Figure 1. Cell classes on the final placement.
Fill, decap, tap and diode cells in grey.
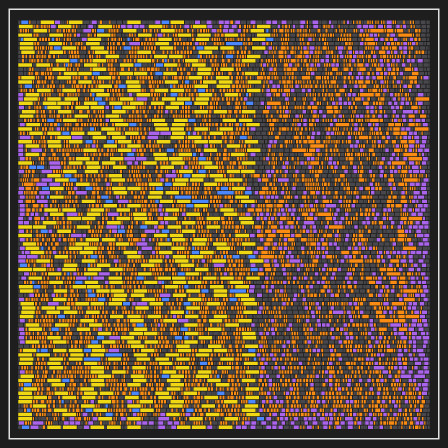
Figure 2. Routed metal per tile.
Scale bar: 100 µm. 27 x 27 tiles, from black (low) to pale yellow (high), scaled to the fullest tile. Values are wire area over tile area, all layers added.
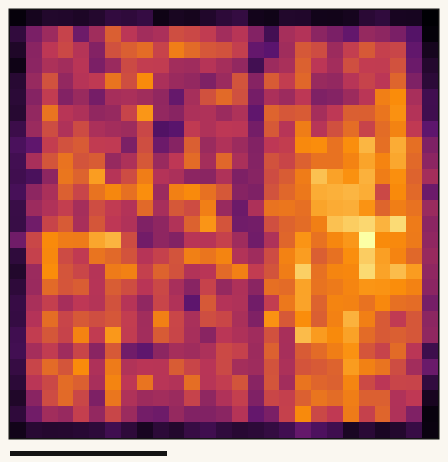
Figure 3. Layout detail.
Scale bar: 20 µm. Window x 43 to 93, y 43 to 93 µm. Cells in grey, sequential cells in the stronger grey; small squares are vias.
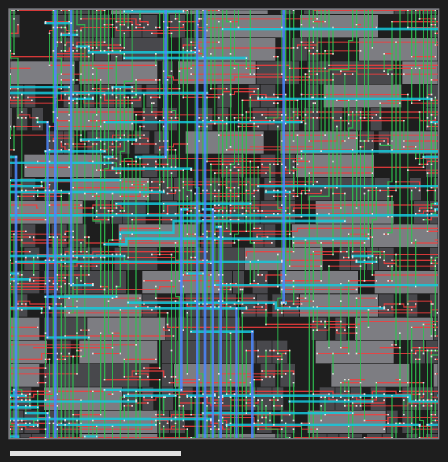
Figure 4. Metal layers overlaid.
Scale bar: 100 µm. Two of the layers only.
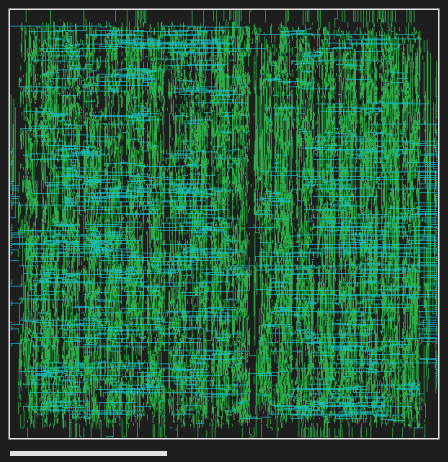
Figure 5. Cell outlines without signal wires.
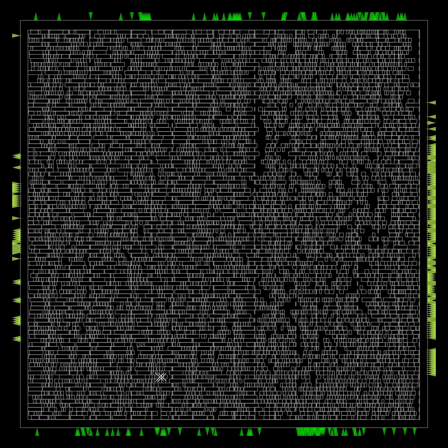
**config.mk**
```make
export PLATFORM = sky130hd
export DESIGN_NAME = rv_exec_regfile
export DESIGN_NICKNAME = d
export VERILOG_FILES = /design/src/rtl/rv_exec_regfile.sv
export SDC_FILE = /design/constraint.sdc
export NUM_CORES = 2
export LEC_CHECK = 0
export ABC_AREA = 1
export ABC_CLOCK_PERIOD_IN_PS = 3950
export CORE_MARGIN = 5
export CORE_UTILIZATION = 55
export CTS_BUF_LIST = sky130_fd_sc_hd__clkbuf_8
export CTS_CLUSTER_SIZE = 16
export DETAILED_ROUTE_END_ITERATION = 6
export HOLD_SLACK_MARGIN = 0.12
export PLACE_DENSITY_LB_ADDON = 0.12
export SYNTH_ARGS = -nofsm -noshare
export SYNTH_HDL_FRONTEND = slang
export SYNTH_SLANG_ARGS = --single-unit
```
**constraint.sdc**
```tcl
create_clock -name clk -period 3.95 [get_ports clk]
set_clock_uncertainty 0.2 [all_clocks]
set_input_delay 0.5925 -clock clk [delete_from_list [all_inputs] [get_ports clk]]
set_output_delay 0.5925 -clock clk [all_outputs]
set_load 0.01 [all_outputs]
```
**src/rtl/rv_exec_regfile.sv**
```systemverilog
// rv32emc execute stage: integer register file plus RV32IM ALU.
// Define RV_ALU_MULDIV_EN to build the multiplier and iterative divider.
module rv_exec_regfile #(
    parameter int unsigned Nregs = 16
) (
    input  logic        clk,
    input  logic        xreset,
    input  logic [4:0]  ars1,
    input  logic [4:0]  ars2,
    output logic [31:0] rs1,
    output logic [31:0] rs2,
    input  logic [4:0]  awd,
    input  logic        we,
    input  logic [31:0] wd,
    input  logic        rdy,
    input  logic [4:0]  alu,
    input  logic [31:0] rrd1,
    input  logic [31:0] rrd2,
    input  logic [31:0] csr_rd,
    output logic [31:0] rwdat,
    output logic [31:0] rwdatx,
    output logic        cmpl,
    output logic        mulop
);

    localparam int unsigned AW = (Nregs > 1) ? $clog2(Nregs) : 1;

    logic [31:0] regs [Nregs];
    logic        rd1_ok, rd2_ok, wr_ok;
    logic [31:0] alu_res;
    logic [31:0] div_res;
    logic [4:0]  sh;
    logic        is_div;

    assign rd1_ok = (ars1 != '0) && (32'(ars1) < Nregs);
    assign rd2_ok = (ars2 != '0) && (32'(ars2) < Nregs);
    assign wr_ok  = we && (awd != '0) && (32'(awd) < Nregs);
    assign rs1    = rd1_ok ? regs[ars1[AW-1:0]] : '0;
    assign rs2    = rd2_ok ? regs[ars2[AW-1:0]] : '0;

    always_ff @(posedge clk or negedge xreset) begin
        if (!xreset) begin
            for (int unsigned i = 0; i < Nregs; i++) regs[i] <= '0;
        end else if (wr_ok) begin
            regs[awd[AW-1:0]] <= wd;
        end
    end

    assign sh     = rrd2[4:0];
    assign is_div = (alu >= 5'd16) && (alu <= 5'd19);

    always_comb begin
        alu_res = '0;
        case (alu)
            5'd1:    alu_res = rrd1 + rrd2;
            5'd2:    alu_res = rrd1 - rrd2;
            5'd3:    alu_res = rrd1 << sh;
            5'd4:    alu_res = {31'b0, ($signed(rrd1) < $signed(rrd2))};
            5'd5:    alu_res = {31'b0, (rrd1 < rrd2)};
            5'd6:    alu_res = rrd1 ^ rrd2;
            5'd7:    alu_res = rrd1 >> sh;
            5'd8:    alu_res = $unsigned($signed(rrd1) >>> sh);
            5'd9:    alu_res = rrd1 | rrd2;
            5'd10:   alu_res = rrd1 & rrd2;
            5'd11:   alu_res = csr_rd;
            default: alu_res = '0;
        endcase
    end

    assign rwdat = cmpl ? div_res : alu_res;

`ifdef RV_ALU_MULDIV_EN
    typedef enum logic [1:0] {IDLE, BUSY, DONE} div_state_t;

    div_state_t  state, state_nx;
    logic        a_sx, b_sx;
    logic signed [63:0] ma, mb, prod;
    logic        div_sgn;
    logic [4:0]  cnt;
    logic [31:0] dq, dr, dd;
    logic        rem_op, neg_q, neg_r;
    logic [32:0] r_sh;
    logic        q_ok;

    assign mulop = (alu >= 5'd12) && (alu <= 5'd15);
    // 64x64 product of sign/zero-extended operands covers all four MUL variants
    assign a_sx  = ((alu == 5'd13) || (alu == 5'd14)) && rrd1[31];
    assign b_sx  = (alu == 5'd13) && rrd2[31];
    assign ma    = {{32{a_sx}}, rrd1};
    assign mb    = {{32{b_sx}}, rrd2};
    assign prod  = ma * mb;

    always_ff @(posedge clk or negedge xreset) begin
        if (!xreset) begin
            rwdatx <= '0;
        end else if (rdy) begin
            rwdatx <= (alu == 5'd12) ? prod[31:0] : prod[63:32];
        end
    end

    always_ff @(posedge clk or negedge xreset) begin
        if (!xreset) state <= IDLE;
        else         state <= state_nx;
    end

    always_comb begin
        state_nx = state;
        if (rdy) begin
            case (state)
                IDLE:    if (is_div) state_nx = BUSY;
                BUSY:    if (cnt == 5'd31) state_nx = DONE;
                DONE:    state_nx = IDLE;
                default: state_nx = IDLE;
            endcase
        end
    end

    assign div_sgn = (alu == 5'd16) || (alu == 5'd18);
    assign r_sh    = {dr, dq[31]};
    assign q_ok    = r_sh >= {1'b0, dd};

    // Divide on magnitudes; signs are reapplied at the output
    always_ff @(posedge clk or negedge xreset) begin
        if (!xreset) begin
            cnt    <= '0;
            dq     <= '0;
            dr     <= '0;
            dd     <= '0;
            rem_op <= 1'b0;
            neg_q  <= 1'b0;
            neg_r  <= 1'b0;
        end else if (rdy) begin
            if (state == IDLE && is_div) begin
                cnt    <= '0;
                dr     <= '0;
                dq     <= (div_sgn && rrd1[31]) ? -rrd1 : rrd1;
                dd     <= (div_sgn && rrd2[31]) ? -rrd2 : rrd2;
                rem_op <= alu[1];
                neg_q  <= div_sgn && (rrd1[31] ^ rrd2[31]) && (rrd2 != '0);
                neg_r  <= div_sgn && rrd1[31];
            end else if (state == BUSY) begin
                dq  <= {dq[30:0], q_ok};
                dr  <= q_ok ? 32'(r_sh - {1'b0, dd}) : r_sh[31:0];
                cnt <= cnt + 5'd1;
            end
        end
    end

    assign cmpl    = (state == DONE);
    assign div_res = rem_op ? (neg_r ? -dr : dr) : (neg_q ? -dq : dq);
`else
    logic cmpl_q;

    // Divide ops still handshake so the pipeline cannot stall forever
    always_ff @(posedge clk or negedge xreset) begin
        if (!xreset)  cmpl_q <= 1'b0;
        else if (rdy) cmpl_q <= is_div && !cmpl_q;
    end

    assign cmpl    = cmpl_q;
    assign div_res = '0;
    assign mulop   = 1'b0;
    assign rwdatx  = '0;
`endif

endmodule

```
==> deck_impl_summary.md <==
Key Metrics from the Run

Min path
  – Hold path endpoint: regs[501]
  – Hold path startpoint: regs[501]
  – Hold Path Class: reg -> reg
  – Hold Path Depth: 0

Pwr
  – Clock group share of total power: 28.3%
  – Sw Ratio: 35.4%
  – Leakage: 0.0228 µW
  – Top power group: sequential cells
  – Pint: 10,900 µW
  – Peak supply drop: 0.407 mV
  – Power of the clock network: 4790 µW
  – Logic gate share of total power: 31.0%
  – Combinational power: 5240 µW
  – NetSw: 6000 µW
  – Seq. pwr: 6890 µW

Route
  – Metal-1 WL: 59,200 µm
  – Vias per inst: 5.99
  – # DRC: 8
  – DR WL/cell: 22.2 µm
  – DR WL met3: 16,500 µm
  – Via count: 44,300
  – Final antenna-violating net count: 0
  – DR WL met2: 72,800 µm
  – Overall routed net length: 164,000 µm
  – Initial DRC Count: 5,598
  – First drt pass iteration count: 7
  – Highest routing layer actually used: met4

Status
  – Failing checks: DRC, setup timing
  – Status: finished, violations left

Worst setup path
  – CP top delay family: buffers and inverters
  – Crit path buf inv count: 7
  – Worst-path cell chain: clkdlybuf4s50_1, buf_4, inv_1, ha_1, inv_2, o21ai_0, nor2_1, nand2_1, nor2_1, nand3_1, nor2_1, buf_4, nand3_1, nand2_1, inv_1, dlygate4sd2_1
  – Setup crit start kind: input port
  – CP Depth: 16
  – CP Class: in -> out
  – Most frequent CP cell: nor2_1
  – Worst path arrival time: 3.17 ns
  – Reg2Reg Launch Point: cmpl
  – Slowest stage delay, CP: 0.47 ns
  – Req. time, crit path: 3.16 ns
  – Flop2flop setup slack: 1.63 ns
  – CP startpoint: rrd1[26]
  – CP endpoint kind: output pin
  – CP Capture Point: rwdat[26]
  – R2R depth: 3
  – Slowest stage cell, crit path: clkdlybuf4s50_1

STA
  – Period utilisation layout: 100%
  – Final hold slack: 0.191 ns
  – Minimum clock period: 3.96 ns
  – Setup violations, final: 1
  – PnR worst setup slack: -0.0118 ns
  – Setup TNS: -0.0118 ns
  – Worst slew margin: 32.4%
  – Worst-Margin Slew: 1.01 ns
  – Slew Viols, Final: 0
  – F_max: 252 MHz
  – Final hold viol count: 0
  – Unrepaired setup endpoints after global routing: true

Layout
  – FF+latch area: 12,800 µm²
  – Fraction of area in registers: 26.7%
  – Layout cells sized above 1: 17.2%
  – Top class by area: combinational gates
  – Antenna Diode Count: 10
  – Non-Clock Buffer Count: 925
  – Inverters: 523
  – Comb_multi_in: 4,364
  – Logic area: 22,200 µm²
  – Top reg by flops: regs
  – Most numerous logic cell after layout: nand2_1
  – Layout Utilization: 70.0%
  – Non-clock buffer share: 17.1%
  – Largest register FFs: 512
  – Area delta synth->final: 26.2%
  – Comb/total area: 46.1%
  – Post-route cell area: 48,000 µm²
  – Clock-cell share: 3.48%

Placement
  – Gpl congestion: 1.12
  – DP Worst Slack: -0.553 ns
  – Port buffer count: 248
  – Hpwl dp: 116,000 µm
  – Dpl cell area: 45,100 µm²
  – Placed insts: 7,238

Yosys
  – Top cells by count: nand2_1, o21ai_0, nand3_1
  – Synth unique cells: 50
  – Post-synth EDFFs: 0
  – Aoi share: 24.9%
  – Post-Syn Instances: 5,866
  – Synthesis warning total: 0
  – Ys flop type: dfrtp_1
  – Mean Syn Cell Area: 6.49 µm²
  – Most numerous cell in the Yosys netlist: nand2_1
  – Basic Gates by Area: 26.7%
  – Chip Area, Yosys: 38,100 µm²
  – Flops after synth: 513
  – Top cell area share: 33.7%
  – Synth async-reset ratio: 100%
  – # Cells Yosys: 5,866
  – XOR/XNOR Area Share: 0%
  – Sequential area share after synthesis: 33.7%
  – Post-synth mux share: 0.0263%
  – Largest cells by area: dfrtp_1, o21ai_0, nand2_1
  – Area leader, netlist: dfrtp_1
  – Post-Syn Area: 38,100 µm²

GRT
  – Met1 GRT Util: 51.5%
  – Global-route usage over all layers: 42.4%
  – Vias in the first global route: 41,300
  – GRT met3 Usage: 7.44%
  – Initial antenna violation count: 8
  – First-pass GRT wire length: 245,000 µm
  – Largest net degree at the start of global routing: 90
  – Global routing usage on met2: 66.3%
  – GRT Max-Usage Layer: met2

Clocking
  – Clock Tree Buf Depth: 3
  – CTS buffer count: 79
  – CTS Root Cell: clkbuf_8
  – CTS H-tree lvls: 3
  – CTS Sinks: 513
  – Register clock-pin slew on the reported worst setup and hold paths: 0.07 ns
  – TritonCTS clock tree: yes
  – # hold bufs at CTS: 1
  – Clk ins delay skew pair: 0.65 ns
  – CTS resizes: 215

Floorplan
  – DIE WIDTH: 273 µm
  – Initial Util: 55.5%
  – Num ports: 282
  – Row count: 96
  – Die height: 273 µm
  – DIE AREA: 74,600 µm²
  – Core ar.: 68,600 µm²

Run
  – Max-cap check violation count: 0
-- Figure 1 (at the start) --
blue -> clock drivers and dummy loads  # cells 139, share of their area 3.6%
orange -> all other logic  # cells 4,887, share of their area 52%
purple -> other buffers and delay cells  # cells 925, share of their area 18%
yellow -> flip-flops  # cells 513, share of their area 27%

-- Figure 2 (at the start) --
mean over tiles = 0.39
fullest tile = 0.80
densest ninth of the die = east

-- Figure 3 (at the start) --
red -> met1
blue -> met4
green -> met2
cyan -> met3
netlist names of flops here include = `regs` (35)
sequential cells in the window = 35
most frequent = o21ai_0 (63), nand2_1 (37), dfrtp_1 (35)
cells with their middle in the window = 211

-- Figure 4 (at the start) --
green -> met2  # wire length 72.8 mm
cyan -> met3  # wire length 16,500 µm

-- Figure 5 (at the start) --
post-route insts no fill: 7,405
n_taps: 931
filler cell count: 6,064
number of sequential cells: 513

Power is estimated from default activity; no workload was simulated.
